[src/rtl/tmax_report_reader.sv]
// =============================================================================
// Module      : tmax_report_reader
// Description : Walks Tmax store slots 1..N_TARGETS on frame_end and streams
//               header, per-slot words and a checksum trailer over valid/ready.
//               Optional macro TMAX_CLEAR_ON_READ_EN clears each slot after read.
// Revision    : 1.0 - initial release
// =============================================================================
`default_nettype none

module tmax_report_reader #(
    parameter int N_TARGETS = 15,
    parameter int RD_LAT    = 1
) (
    input  logic        clk,
    input  logic        reset,
    input  logic        frame_end,
    input  logic [9:0]  Ttemp,
    output logic [3:0]  Number,
    output logic        BUSY,
    output logic        clr,
    output logic [15:0] dout,
    output logic        dout_valid,
    input  logic        dout_ready,
    output logic        overrun
);

    localparam logic [15:0] c_hdr_word = 16'hF000 | 16'(N_TARGETS);
    localparam logic [3:0]  c_last_num = 4'(N_TARGETS);
    localparam logic [1:0]  c_lat_last = 2'(RD_LAT - 1);

    typedef enum logic [2:0] {
        S_IDLE = 3'd0,
        S_HDR  = 3'd1,
        S_WAIT = 3'd2,
        S_CAP  = 3'd3,
        S_SEND = 3'd4,
        S_CLR  = 3'd5,
        S_NEXT = 3'd6,
        S_TRL  = 3'd7
    } state_t;

    state_t      r_state;
    logic [3:0]  r_number;
    logic        r_busy;
    logic [15:0] r_dout;
    logic        r_dout_valid;
    logic        r_overrun;
    logic        r_pending;
    logic [9:0]  r_cksum;
    logic [1:0]  r_lat_cnt;
`ifdef TMAX_CLEAR_ON_READ_EN
    logic        r_clr;
`endif

    always_ff @(posedge clk) begin
        if (reset) begin
            r_state      <= S_IDLE;
            r_number     <= 4'd0;
            r_busy       <= 1'b0;
            r_dout       <= 16'd0;
            r_dout_valid <= 1'b0;
            r_overrun    <= 1'b0;
            r_pending    <= 1'b0;
            r_cksum      <= 10'd0;
            r_lat_cnt    <= 2'd0;
`ifdef TMAX_CLEAR_ON_READ_EN
            r_clr        <= 1'b0;
`endif
        end else begin
`ifdef TMAX_CLEAR_ON_READ_EN
            r_clr <= 1'b0;
`endif
            // One-deep request queue; a second request while one waits is lost.
            if (r_state != S_IDLE && frame_end) begin
                if (r_pending)
                    r_overrun <= 1'b1;
                else
                    r_pending <= 1'b1;
            end

            case (r_state)
                S_IDLE: begin
                    if (frame_end || r_pending) begin
                        // A fresh pulse arriving as the queued one is consumed stays queued.
                        r_pending    <= r_pending & frame_end;
                        r_busy       <= 1'b1;
                        r_cksum      <= 10'd0;
                        r_dout       <= c_hdr_word;
                        r_dout_valid <= 1'b1;
                        r_state      <= S_HDR;
                    end
                end
                S_HDR: begin
                    if (dout_ready) begin
                        r_dout_valid <= 1'b0;
                        r_number     <= 4'd1;
                        r_lat_cnt    <= 2'd0;
                        r_state      <= S_WAIT;
                    end
                end
                S_WAIT: begin
                    if (r_lat_cnt == c_lat_last)
                        r_state <= S_CAP;
                    else
                        r_lat_cnt <= r_lat_cnt + 2'd1;
                end
                S_CAP: begin
                    r_dout       <= {r_number, 2'b00, Ttemp};
                    r_dout_valid <= 1'b1;
                    r_cksum      <= r_cksum + Ttemp;
                    r_state      <= S_SEND;
                end
                S_SEND: begin
                    if (dout_ready) begin
                        r_dout_valid <= 1'b0;
`ifdef TMAX_CLEAR_ON_READ_EN
                        r_clr        <= 1'b1;
                        r_state      <= S_CLR;
`else
                        r_state      <= S_NEXT;
`endif
                    end
                end
                S_CLR: begin
                    r_state <= S_NEXT;
                end
                S_NEXT: begin
                    if (r_number < c_last_num) begin
                        r_number  <= r_number + 4'd1;
                        r_lat_cnt <= 2'd0;
                        r_state   <= S_WAIT;
                    end else begin
                        r_dout       <= {6'b111000, r_cksum};
                        r_dout_valid <= 1'b1;
                        r_state      <= S_TRL;
                    end
                end
                S_TRL: begin
                    if (dout_ready) begin
                        r_dout_valid <= 1'b0;
                        r_number     <= 4'd0;
                        r_busy       <= 1'b0;
                        r_state      <= S_IDLE;
                    end
                end
                default: r_state <= S_IDLE;
            endcase
        end
    end

    assign Number     = r_number;
    assign BUSY       = r_busy;
    assign dout       = r_dout;
    assign dout_valid = r_dout_valid;
    assign overrun    = r_overrun;
`ifdef TMAX_CLEAR_ON_READ_EN
    assign clr        = r_clr;
`else
    assign clr        = 1'b0;
`endif

endmodule

`default_nettype wire

[config.mk]
export PLATFORM = sky130hd
export DESIGN_NAME = tmax_report_reader
export DESIGN_NICKNAME = d
export VERILOG_FILES = /design/src/rtl/tmax_report_reader.sv
export SDC_FILE = /design/constraint.sdc
export NUM_CORES = 1
export LEC_CHECK = 0
export CELL_PAD_IN_SITES_DETAIL_PLACEMENT = 2
export CELL_PAD_IN_SITES_GLOBAL_PLACEMENT = 2
export CORE_AREA = 4 4 87 89
export CTS_CLUSTER_SIZE = 8
export DETAILED_ROUTE_END_ITERATION = 12
export DIE_AREA = 0 0 91 93
export PLACE_DENSITY_LB_ADDON = 0.1
export SYNTH_ARGS = -nofsm -noshare
export SYNTH_HDL_FRONTEND = slang
export SYNTH_SLANG_ARGS = --single-unit
[constraint.sdc]
create_clock -name clk -period 3.2 [get_ports clk]
set_input_delay 0.64 -clock clk [delete_from_list [all_inputs] [get_ports clk]]
set_output_delay 0.64 -clock clk [all_outputs]
set_load 0.01 [all_outputs]
Fig. 1: the metal 1 layer
The bar under the picture is 20 microns long.
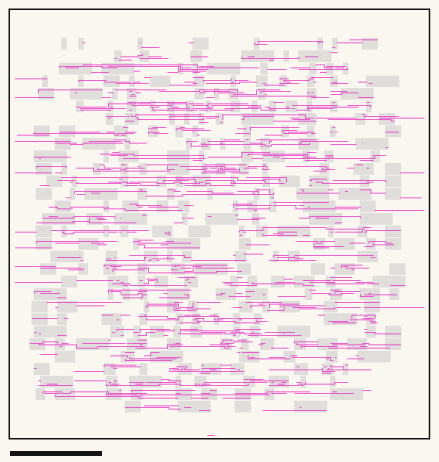
longest straight run = 38.2 microns
wire length on this layer = 3310 microns
nets with wire on the layer = 295
share of all routed wire = 51%
main direction = horizontal
met1 Resource Use GR: 21.8%
routed vias: 2040
final wirelength: 6500 microns

Fig. 2: metal 2
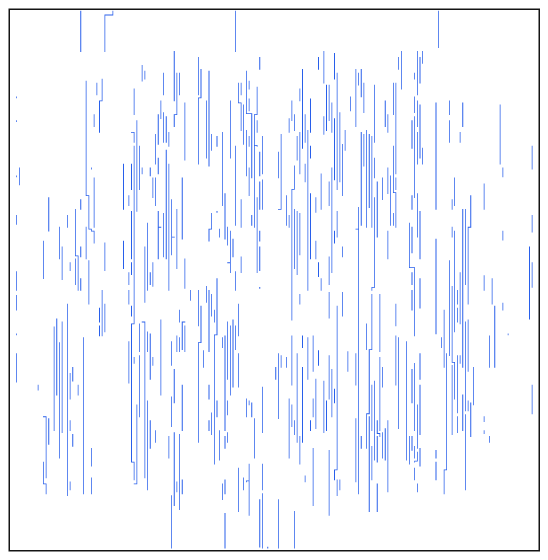
wire length on this layer = 2900 microns
nets with wire on the layer = 293
share of all routed wire = 45%
longest straight run = 49.3 microns
main direction = vertical
met2 Track Usage GR: 25.9%

Fig. 3: met3 routing
The bar under the picture is 20 microns long.
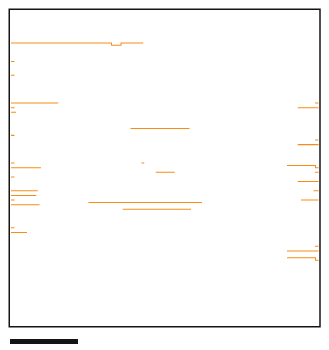
longest straight run = 33.1 microns
share of all routed wire = 3.5%
main direction = horizontal
wire length on this layer = 226 microns
nets with wire on the layer = 30
GR Layer Usage met3: 3.62%

Fig. 4: sizing map
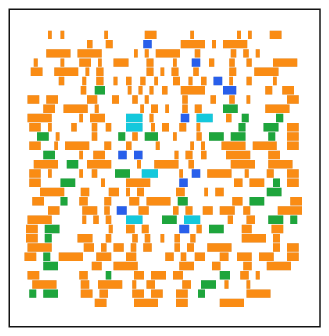
green -> drive 2  # cells 35
blue -> drive 3 to 4  # cells 11
cyan -> drive 6 and up  # cells 6
orange -> drive 1 or less  # cells 246
buffers outside the clock class: 42
Synth-to-Final Area Change: 22.3%
final worst slack: 526 ps
design area: 0.00273 sq mm

==> qor.csv <==
metric,value,unit
CP max FO,3,
wl on met1,3310,microns
Final Critical Period,2670,ps
first-pass GRT wire length,11100,microns
final antenna-violating net count,0,
fraction of layout cells with a size suffix above 1,17.4,%
Worst Path Arrival,2860,ps
Rel. slew slack,58.5,%
hold path depth,2,
setup violators final,0,
largest delay contributor family on the critical path,AND-OR/OR-AND gates,
WHS Endpoint,r_lat_cnt[1],
Worst Tran Pin Value,621,ps
number of vias per cell,5.40,
max_cap viols,0,
First-pass DRT Iterations,4,
Critical Path Start Type,input port,
# Cells Yosys,264,
Crit path largest cell delay,440,ps
syn avg cell area,8.45,sq um
outcome,"complete, no violations",
Syn Inst Count,264,
max layer used,met4,
worst endpoint required time,3390,ps
post-synth tally of flip-flops with integrated enable,0,
Flop pwr share,33.5,%
ClkCell Share,3.53,%
n_diodes,0,
most frequent cells in the layout,"37 x dfxtp_1, 35 x nor2_1, 34 x clkdlybuf4s50_1, 17 x a21oi_1, 15 x nand2_1",
logic area,0.00137,sq mm
OpenROAD warnings,26,
# clk buffers,6,
Top cell excl fill/tap,dfxtp_1,
clk buf depth,2,
"Worst Path Class, Setup",in -> reg,
## cell families (layout without fill, tap and decap cells)
logic type	count (synthesis)	in the layout	share of synthesized area [%]
compound gates	86	86	29.0
xor+xnor	7	7	2.75
fa+ha+maj	12	12	7.07
buf+inv	23	55	5.66
flops	37	37	33.2
mux	1	1	0.449
other cells	1	3	0.168
simple gates	97	97	21.7
## power groups by stage
stage / Sequential, uW / Combinational [uW] / Clock (uW)
after floorplan: 749 / 739 / 0
after global placement: 759 / 1110 / 0
after detailed placement: 761 / 1130 / 0
after CTS: 754 / 1140 / 379
after global routing: 778 / 1240 / 406
final: 750 / 1130 / 366
## flip-flops by register name, indices dropped and copies added, names as in the netlist
signal,cells
r_lat_cnt,2
dout,14
r_cksum,10
r_state,3
overrun,1
dout_valid,1
r_pending,1
BUSY,1
Number,4
Power figures rest on the tool's default switching activity, not on a simulated workload.
